`config.mk`:
```
export PLATFORM = sky130hd
export DESIGN_NAME = control_sequencer
export DESIGN_NICKNAME = d
export VERILOG_FILES = /design/src/rtl/cpu_ctrl_pkg.sv /design/src/rtl/microcode_rom.sv /design/src/rtl/control_sequencer.sv
export SDC_FILE = /design/constraint.sdc
export NUM_CORES = 1
export LEC_CHECK = 0
export CAP_MARGIN = 20
export CORE_ASPECT_RATIO = 0.9
export CORE_MARGIN = 3
export CORE_UTILIZATION = 38
export DETAILED_ROUTE_END_ITERATION = 8
export HOLD_SLACK_MARGIN = 0.03
export PLACE_DENSITY = 0.78
export SKIP_LAST_GASP = 1
export SYNTH_ARGS = -nofsm -noshare
export SYNTH_HDL_FRONTEND = slang
export SYNTH_HIERARCHICAL = 1
export SYNTH_SLANG_ARGS = --single-unit
```
`constraint.sdc`:
```
create_clock -name CLK -period 2.34 [get_ports CLK]
set_input_delay 0.585 -clock CLK [delete_from_list [all_inputs] [get_ports CLK]]
set_output_delay 0.585 -clock CLK [all_outputs]
set_load 0.005 [all_outputs]
```
`src/rtl/cpu_ctrl_pkg.sv`:
```
// ---------------------------------------------------------------------------
// cpu_ctrl_pkg
// Shared constants for the CPU control path:
//   - 4-bit opcodes OP_NOP..OP_HLT (IR[7:4])
//   - T-state step constants T0..T4
//   - bit positions of the control word produced by microcode_rom
// ---------------------------------------------------------------------------
package cpu_ctrl_pkg;

    // Opcodes; 9..D are unassigned and execute as NOP.
    localparam logic [3:0] OP_NOP = 4'h0;
    localparam logic [3:0] OP_LDA = 4'h1;
    localparam logic [3:0] OP_ADD = 4'h2;
    localparam logic [3:0] OP_SUB = 4'h3;
    localparam logic [3:0] OP_STA = 4'h4;
    localparam logic [3:0] OP_LDI = 4'h5;
    localparam logic [3:0] OP_JMP = 4'h6;
    localparam logic [3:0] OP_JC  = 4'h7;
    localparam logic [3:0] OP_JZ  = 4'h8;
    localparam logic [3:0] OP_OUT = 4'hE;
    localparam logic [3:0] OP_HLT = 4'hF;

    // T-states.
    localparam int T0 = 0;
    localparam int T1 = 1;
    localparam int T2 = 2;
    localparam int T3 = 3;
    localparam int T4 = 4;

    // Control-word bit indices.
    localparam int CW_PC_EN    = 0;
    localparam int CW_PC_JMP   = 1;
    localparam int CW_PC_OUT   = 2;
    localparam int CW_MAR_IN   = 3;
    localparam int CW_RAM_OUT  = 4;
    localparam int CW_RAM_IN   = 5;
    localparam int CW_IR_IN    = 6;
    localparam int CW_IR_OUT   = 7;
    localparam int CW_A_IN     = 8;
    localparam int CW_A_OUT    = 9;
    localparam int CW_B_IN     = 10;
    localparam int CW_ALU_OUT  = 11;
    localparam int CW_ALU_SUB  = 12;
    localparam int CW_FLAGS_IN = 13;
    localparam int CW_OUT_IN   = 14;
    localparam int CW_HLT      = 15;  // internal: request to enter HALT
    localparam int CW_WIDTH    = 16;

endpackage

```
`src/rtl/microcode_rom.sv`:
```
// ---------------------------------------------------------------------------
// microcode_rom
// Purely combinational decode of {opcode, step, c, z} into the control word.
// Ports:
//   opcode  in  4       IR[7:4]
//   step    in  STEP_W  current T-state
//   c, z    in  1       latched carry / zero flags
//   cw      out CW_WIDTH control word, bit positions CW_* from cpu_ctrl_pkg
// Every step asserts at most one bus driver (pc_out, ram_out, ir_out,
// a_out, alu_out). Steps beyond T4 decode to an all-zero word.
// ---------------------------------------------------------------------------
module microcode_rom
    import cpu_ctrl_pkg::*;
#(
    parameter int STEP_W = 3
) (
    input  logic [3:0]          opcode,
    input  logic [STEP_W-1:0]   step,
    input  logic                c,
    input  logic                z,
    output logic [CW_WIDTH-1:0] cw
);

    always_comb begin
        cw = '0;
        case (step)
            STEP_W'(T0): begin
                cw[CW_PC_OUT] = 1'b1;
                cw[CW_MAR_IN] = 1'b1;
            end
            STEP_W'(T1): begin
                cw[CW_RAM_OUT] = 1'b1;
                cw[CW_IR_IN]   = 1'b1;
                cw[CW_PC_EN]   = 1'b1;
            end
            STEP_W'(T2): begin
                case (opcode)
                    OP_LDA, OP_ADD, OP_SUB, OP_STA: begin
                        cw[CW_IR_OUT] = 1'b1;
                        cw[CW_MAR_IN] = 1'b1;
                    end
                    OP_LDI: begin
                        cw[CW_IR_OUT] = 1'b1;
                        cw[CW_A_IN]   = 1'b1;
                    end
                    OP_JMP: cw[CW_PC_JMP] = 1'b1;
                    OP_JC:  cw[CW_PC_JMP] = c;
                    OP_JZ:  cw[CW_PC_JMP] = z;
                    OP_OUT: begin
                        cw[CW_A_OUT]  = 1'b1;
                        cw[CW_OUT_IN] = 1'b1;
                    end
                    OP_HLT: cw[CW_HLT] = 1'b1;
                    default: ;
                endcase
            end
            STEP_W'(T3): begin
                case (opcode)
                    OP_LDA: begin
                        cw[CW_RAM_OUT] = 1'b1;
                        cw[CW_A_IN]    = 1'b1;
                    end
                    OP_ADD, OP_SUB: begin
                        cw[CW_RAM_OUT] = 1'b1;
                        cw[CW_B_IN]    = 1'b1;
                        cw[CW_ALU_SUB] = (opcode == OP_SUB);
                    end
                    OP_STA: begin
                        cw[CW_A_OUT]  = 1'b1;
                        cw[CW_RAM_IN] = 1'b1;
                    end
                    default: ;
                endcase
            end
            STEP_W'(T4): begin
                if (opcode == OP_ADD || opcode == OP_SUB) begin
                    cw[CW_ALU_OUT]  = 1'b1;
                    cw[CW_A_IN]     = 1'b1;
                    cw[CW_FLAGS_IN] = 1'b1;
                    cw[CW_ALU_SUB]  = (opcode == OP_SUB);
                end
            end
            default: ;
        endcase
    end

endmodule

```
`src/rtl/control_sequencer.sv`:
```
// ---------------------------------------------------------------------------
// control_sequencer
// Fetch/execute controller for the 4-bit-address, 8-bit-data CPU. Runs a
// fixed NSTEPS-long T-state ring per instruction and fans the microcode
// control word out to the PC, MAR, RAM, IR, A, B, ALU, flags and OUT strobes.
// Ports:
//   CLK, rst          clock; synchronous active-high reset
//   instr[7:0]        IR contents: [7:4] opcode, [3:0] operand
//   flag_c, flag_z    latched ALU flags (used by JC / JZ)
//   pc_en, pc_jmp,    PC count enable, load strobe and load value
//   pc_jmploc[3:0]
//   pc_out .. out_in  bus drive / load strobes
//   halted            high while in HALT
//   tstate            current step (debug view of the sequencer state)
// While rst is high every output is forced to 0. In HALT the step counter
// freezes at T2 and all strobes are 0 until rst.
// ---------------------------------------------------------------------------
module control_sequencer
    import cpu_ctrl_pkg::*;
#(
    parameter int NSTEPS = 5,
    parameter int STEP_W = 3
) (
    input  logic              CLK,
    input  logic              rst,
    input  logic [7:0]        instr,
    input  logic              flag_c,
    input  logic              flag_z,
    output logic              pc_en,
    output logic              pc_jmp,
    output logic [3:0]        pc_jmploc,
    output logic              pc_out,
    output logic              mar_in,
    output logic              ram_out,
    output logic              ram_in,
    output logic              ir_in,
    output logic              ir_out,
    output logic              a_in,
    output logic              a_out,
    output logic              b_in,
    output logic              alu_out,
    output logic              alu_sub,
    output logic              flags_in,
    output logic              out_in,
    output logic              halted,
    output logic [STEP_W-1:0] tstate
);

    logic [STEP_W-1:0]   step;
    logic                halt_q;
    logic [CW_WIDTH-1:0] cw;
    logic                active;

    microcode_rom #(.STEP_W(STEP_W)) u_rom (
        .opcode (instr[7:4]),
        .step   (step),
        .c      (flag_c),
        .z      (flag_z),
        .cw     (cw)
    );

    // Step ring and halt flag. HLT's T2 word freezes the ring in place, so
    // tstate keeps reading 2 for as long as the CPU is halted.
    always_ff @(posedge CLK) begin
        if (rst) begin
            step   <= '0;
            halt_q <= 1'b0;
        end else if (!halt_q) begin
            if (cw[CW_HLT]) begin
                halt_q <= 1'b1;
            end else if (step == STEP_W'(NSTEPS - 1)) begin
                step <= '0;
            end else begin
                step <= step + 1'b1;
            end
        end
    end

    // Strobes are qualified combinationally so that asserting rst mid-
    // instruction kills them in the same cycle, not one edge later.
    assign active = !rst && !halt_q;

    assign pc_en     = active & cw[CW_PC_EN];
    assign pc_jmp    = active & cw[CW_PC_JMP];
    assign pc_out    = active & cw[CW_PC_OUT];
    assign mar_in    = active & cw[CW_MAR_IN];
    assign ram_out   = active & cw[CW_RAM_OUT];
    assign ram_in    = active & cw[CW_RAM_IN];
    assign ir_in     = active & cw[CW_IR_IN];
    assign ir_out    = active & cw[CW_IR_OUT];
    assign a_in      = active & cw[CW_A_IN];
    assign a_out     = active & cw[CW_A_OUT];
    assign b_in      = active & cw[CW_B_IN];
    assign alu_out   = active & cw[CW_ALU_OUT];
    assign alu_sub   = active & cw[CW_ALU_SUB];
    assign flags_in  = active & cw[CW_FLAGS_IN];
    assign out_in    = active & cw[CW_OUT_IN];

    assign pc_jmploc = rst ? 4'h0 : instr[3:0];
    assign halted    = !rst && halt_q;
    assign tstate    = rst ? '0 : step;

endmodule

```
==> GITHUB_STEP_SUMMARY, run 1 <==
### Metrics collected by this job

| Metric | Value |
|---|---|
| Clk buf depth | 2 |
| Crit-path cells | buf_2 > buf_6 > buf_12 > nor2_1 > nand4b_1 > a21oi_2 > and2_4 > clkdlybuf4s15_1 |
| DR top layer | met4 |
| EDFF count, synth | 0 |
| Largest delay share family, worst path | buffers and inverters |
| Async SR Flop Fraction | 0 |
| Startpoint Class | input pin |
| Worst vdd ir | 0.261 mV |
| Yosys cell count | 88 |
| H-tree Lvls | 1 |
| Pre-CTS WS | -0.715 ns |
| Status | finished, final reports clean |
| DP HPWL | 1630 microns |
| Area share of the largest cell type after synthesis | 0.133 |
| Main area contributors after synthesis | and2_4, dfxtp_1, nor2_1 |
| Final Cycle Share | 0.987 |
| Synth Cell Area | 658 sq um |
| Port bufs | 34 |
| Die ar. | 2270 sq um |
| DRC Markers | 0 |
| FP Util | 0.430 |
| Buffers plus inverters on the worst setup path | 4 |
| RR Startpoint | step[2]$_SDFFE_PP0P_ |
| WHS Endpoint | halt_q$_SDFF_PP0_ |
| CTS tree | yes |
| MaxCap Viol Count | 0 |
| Crit path DAT | 1.73 ns |
| DRT iter0 DRCs | 37 |
| Slew @ Worst Pin | 0.356 ns |
| Fmax | around 430 MHz |
| Grt peak-use layer | met2 |
| Worst Skew | ~0.0015 ns |
| Adder share | 0.0380 |
| Routed met1 length | between 900 and 1000 microns |
| Latency at later pin | around 0.23 ns |
==> run 1: stage by stage <==
step | total power, mW | utilization | area (sq um)
2_1_floorplan | 0.180 | - | 658
3_3_place_gp | 0.270 | 0.744 | 1140
3_5_place_dp | 0.276 | 0.744 | 1140
4_1_cts | 0.373 | 0.806 | 1230
5_1_grt | 0.410 | 0.811 | 1240
6_report | 0.387 | 0.811 | 1240
==> run 1: final cells by class <==
cell class / count / area (sq um)
Multi-Input combinational cell: 73 / 562
Fill cell: 114 / 289
Timing Repair Buffer: 59 / 532
Clock buffer: 3 / 22.5
Tap cell: 22 / 27.5
Sequential cell: 4 / 81.3
Inverter: 4 / 15.0
==> run 1: cell families after synthesis <==
| group | Yosys count |
|---|---|
| AND/OR/NAND/NOR | 56 |
| adder cells (fa/ha/maj) | 2 |
| AND-OR/OR-AND | 14 |
| flip-flops | 4 |
| XOR/XNOR | 1 |
| buffers and inverters | 11 |
==> run 1: power by group <==
| group | total (mW) | leakage, nW | switching [mW] | internal (mW) |
|---|---|---|---|---|
| clock | 0.0848 | 0.0138 | 0.0275 | 0.0573 |
| combinational | 0.219 | 0.530 | 0.0996 | 0.120 |
| sequential | 0.0828 | 0.0330 | 0.00808 | 0.0747 |
==> run 1: worst register-to-register path, stage by stage (launching register included) <==
cell	delay (ns)
dfxtp_1	0.35
and2b_2	0.26
buf_4	0.14
nand4_1	0.13
buf_4	0.16
buf_4	0.12
nor2_1	0.24
nor2_4	0.08
a32o_1	0.25
==> run 1: cell usage in the layout, fill, tap and decap left out, types with 4 or more instances in the layout <==
master	instances
dlygate4sd2_1	6
nor2b_1	6
and2_4	11
buf_4	22
nor2_1	11
clkdlybuf4s50_1	17
and2_2	4
==> run 1: flip-flops by register name, summed over array words and instances, names as in the netlist <==
name / flops
step: 3
halt_q: 1
==> run_1/layer_met3.png <==
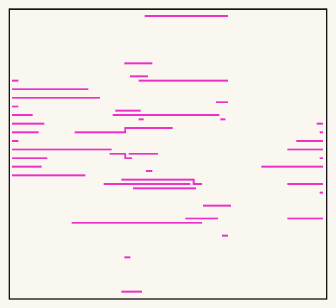
- wire length on this layer: 256 microns
- nets with wire on the layer: 38
Vias: 898
Total Wirelength: 2680 microns

==> run_1/cell_density.png <==
10 x 9 tiles, from white (low) to dark blue (high), 0 to 100% covered.
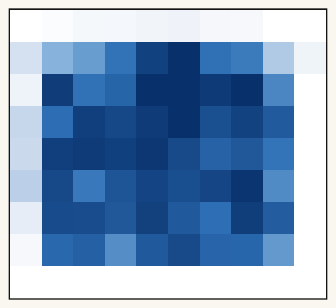
- fullest tile: 100%
- mean over tiles: 54%
- tiles over 75% full: 48%
- nearly empty tiles: 22%
- densest ninth of the die: center

==> run_1/clk_routes.png <==
The bar under the picture is 10 microns long.
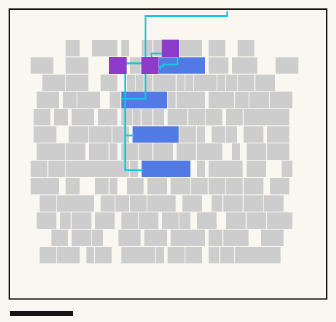
- clock drivers: purple (count 3)
- flip-flops: blue (count 4)
- clock wires: cyan (length 68.6 microns)
- routed clock nets: 4

==> run_1/placement.png <==
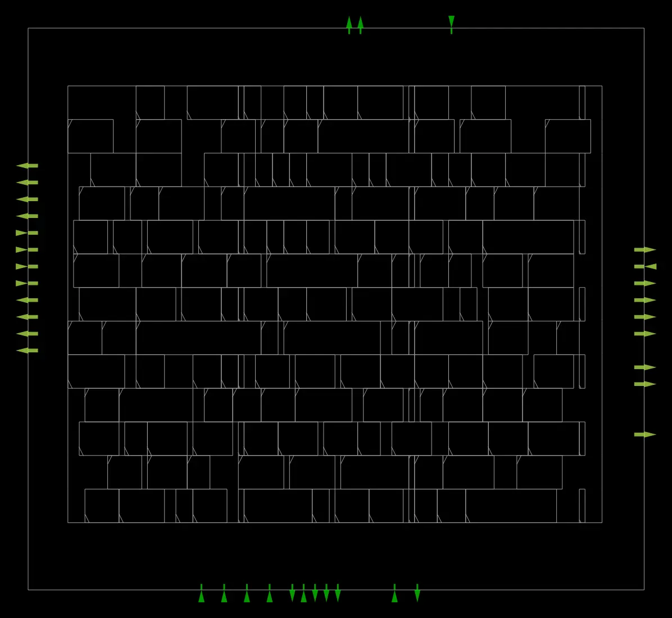
Final Non-Filler Cells: 165
FFs & Latches: 4
fin util: 0.811

==> run_1/io_placement.png <==
Pins as bars across the die edge, other pins in gray.
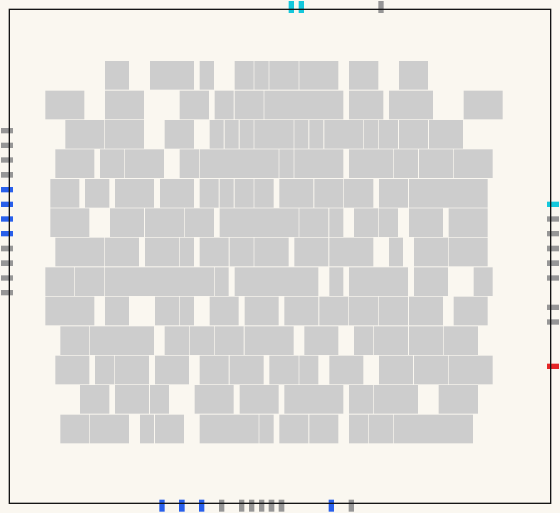

--- run 2 (diff from run 1) ---
- CAP_MARGIN: 20 -> 10
- SETUP_SLACK_MARGIN: default -> 0.05
==> run_2/io_placement.png <==
Pins as bars across the die edge, other pins in gray.
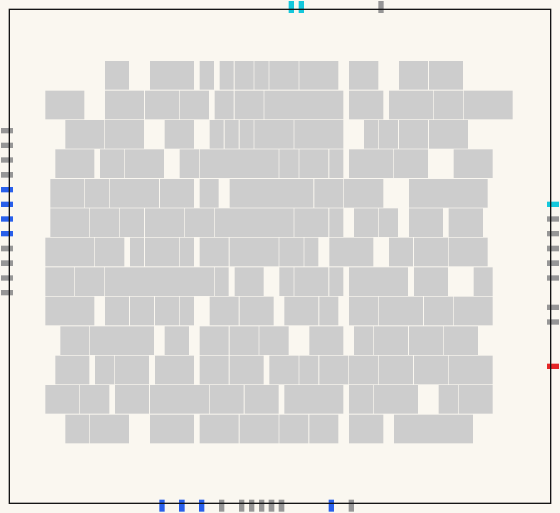
- `a_in`: red (pins 1; direction output; edge right)
- `tstate`: cyan (pins 3; direction output; edge 2 top, 1 right)
- `instr`: blue (pins 8; direction input; edge 4 left, 4 bottom)

==> GITHUB_STEP_SUMMARY, run 2 <==
### Metrics collected by this job

| Metric | Value |
|---|---|
| DRC Markers | 0 |
| Latency at later pin | around 0.23 ns |
| Main area contributors after synthesis | and2_4, dfxtp_1, nor2_1 |
| MaxCap Viol Count | 0 |
| Vias | 880 |
| Async SR Flop Fraction | 0 |
| Final Cycle Share | 0.978 |
| Max reg flops | 3 |
| DP HPWL | approximately 1600 microns |
| DRT iter0 DRCs | 24 |
| Flop pwr share | 0.209 |
| Fmax | ~440 MHz |
| WHS Endpoint | step[1]$_SDFFE_PP0P_ |
| Reg with most FFs | step |
| Cell internal pwr | between 0.2 and 0.3 mW |
| Total Wirelength | roughly 2700 microns |
| Fill cells | 87 |
| Clk network pwr share | 0.213 |
| Clk buf depth | 2 |
| Worst Skew | ~0.0011 ns |
| Routed met1 length | ~1100 microns |
| Startpoint Class | input pin |
| CTS tree | yes |
| Grt peak-use layer | met2 |
| Status | finished, final reports clean |
| Biggest regs | step (3), halt_q (1) |
| FP Util | 0.430 |
| Psw | roughly 0.14 mW |
| Commonest Layout Cell | buf_4 |
| Crit path DAT | about 1.7 ns |
| H-tree Lvls | 1 |
| Final Non-Filler Cells | approximately 170 |
| EDFF count, synth | 0 |
| Slew @ Worst Pin | approximately 0.35 ns |
| Die ar. | approximately 2300 sq um |
run 2: cell count changes in the layout (fill, tap and decap cells not counted), moves of 2 or more:
cell / delta
dlygate4sd2_1: -2
nor2_1: -2
dlymetal6s2s_1: +2
clkdlybuf4s50_1: -3
nor2_2: +2
buf_6: +2
clkdlybuf4s15_1: +2
buf_4: +3
run 2: power groups by stage:
stage	logic [mW]	clock network, mW	registers, mW
finish	0.227	0.0837	0.0822
global route	0.242	0.0870	0.0835
CTS	0.209	0.0843	0.0806
detailed placement	0.194	0	0.0817
global placement	0.188	0	0.0817
floorplan	0.0967	0	0.0832
run 2: cells by family (layout without fill, tap and decap cells):
group / count (synthesis) / count (layout) / share of synthesized area
AND/OR/NAND/NOR: 56 / 56 / 0.553
AND-OR/OR-AND: 14 / 14 / 0.177
buffers and inverters: 11 / 70 / 0.0969
flip-flops: 4 / 4 / 0.122
adder cells (fa/ha/maj): 2 / 2 / 0.0380
XOR/XNOR: 1 / 1 / 0.0133
run 2: final cells by class:
| type | instances | area (sq um) | area share |
|---|---|---|---|
| repair buffers | 63 | 584 | 0.451 |
| clock buffers | 3 | 22.5 | 0.0174 |
| well taps | 22 | 27.5 | 0.0213 |
| inverters | 4 | 15.0 | 0.0116 |
| multi-input cells | 73 | 564 | 0.436 |
| flip-flops and latches | 4 | 81.3 | 0.0628 |
run 2: worst max-delay path, stage by stage:
cell and delay [ns]:
clkdlybuf4s50_1 0.45, nor2b_1 0.15, clkdlybuf4s50_1 0.52
run 2: stage by stage:
step                cell area [sq um]  setup slack, ns
global placement                 1140           -0.678
floorplan                         658            0.286
finish                           1290           0.0521
global route                     1290           0.0282
detailed placement               1140           -0.715
CTS                              1240           -0.141
Power is estimated from default activity; no workload was simulated.
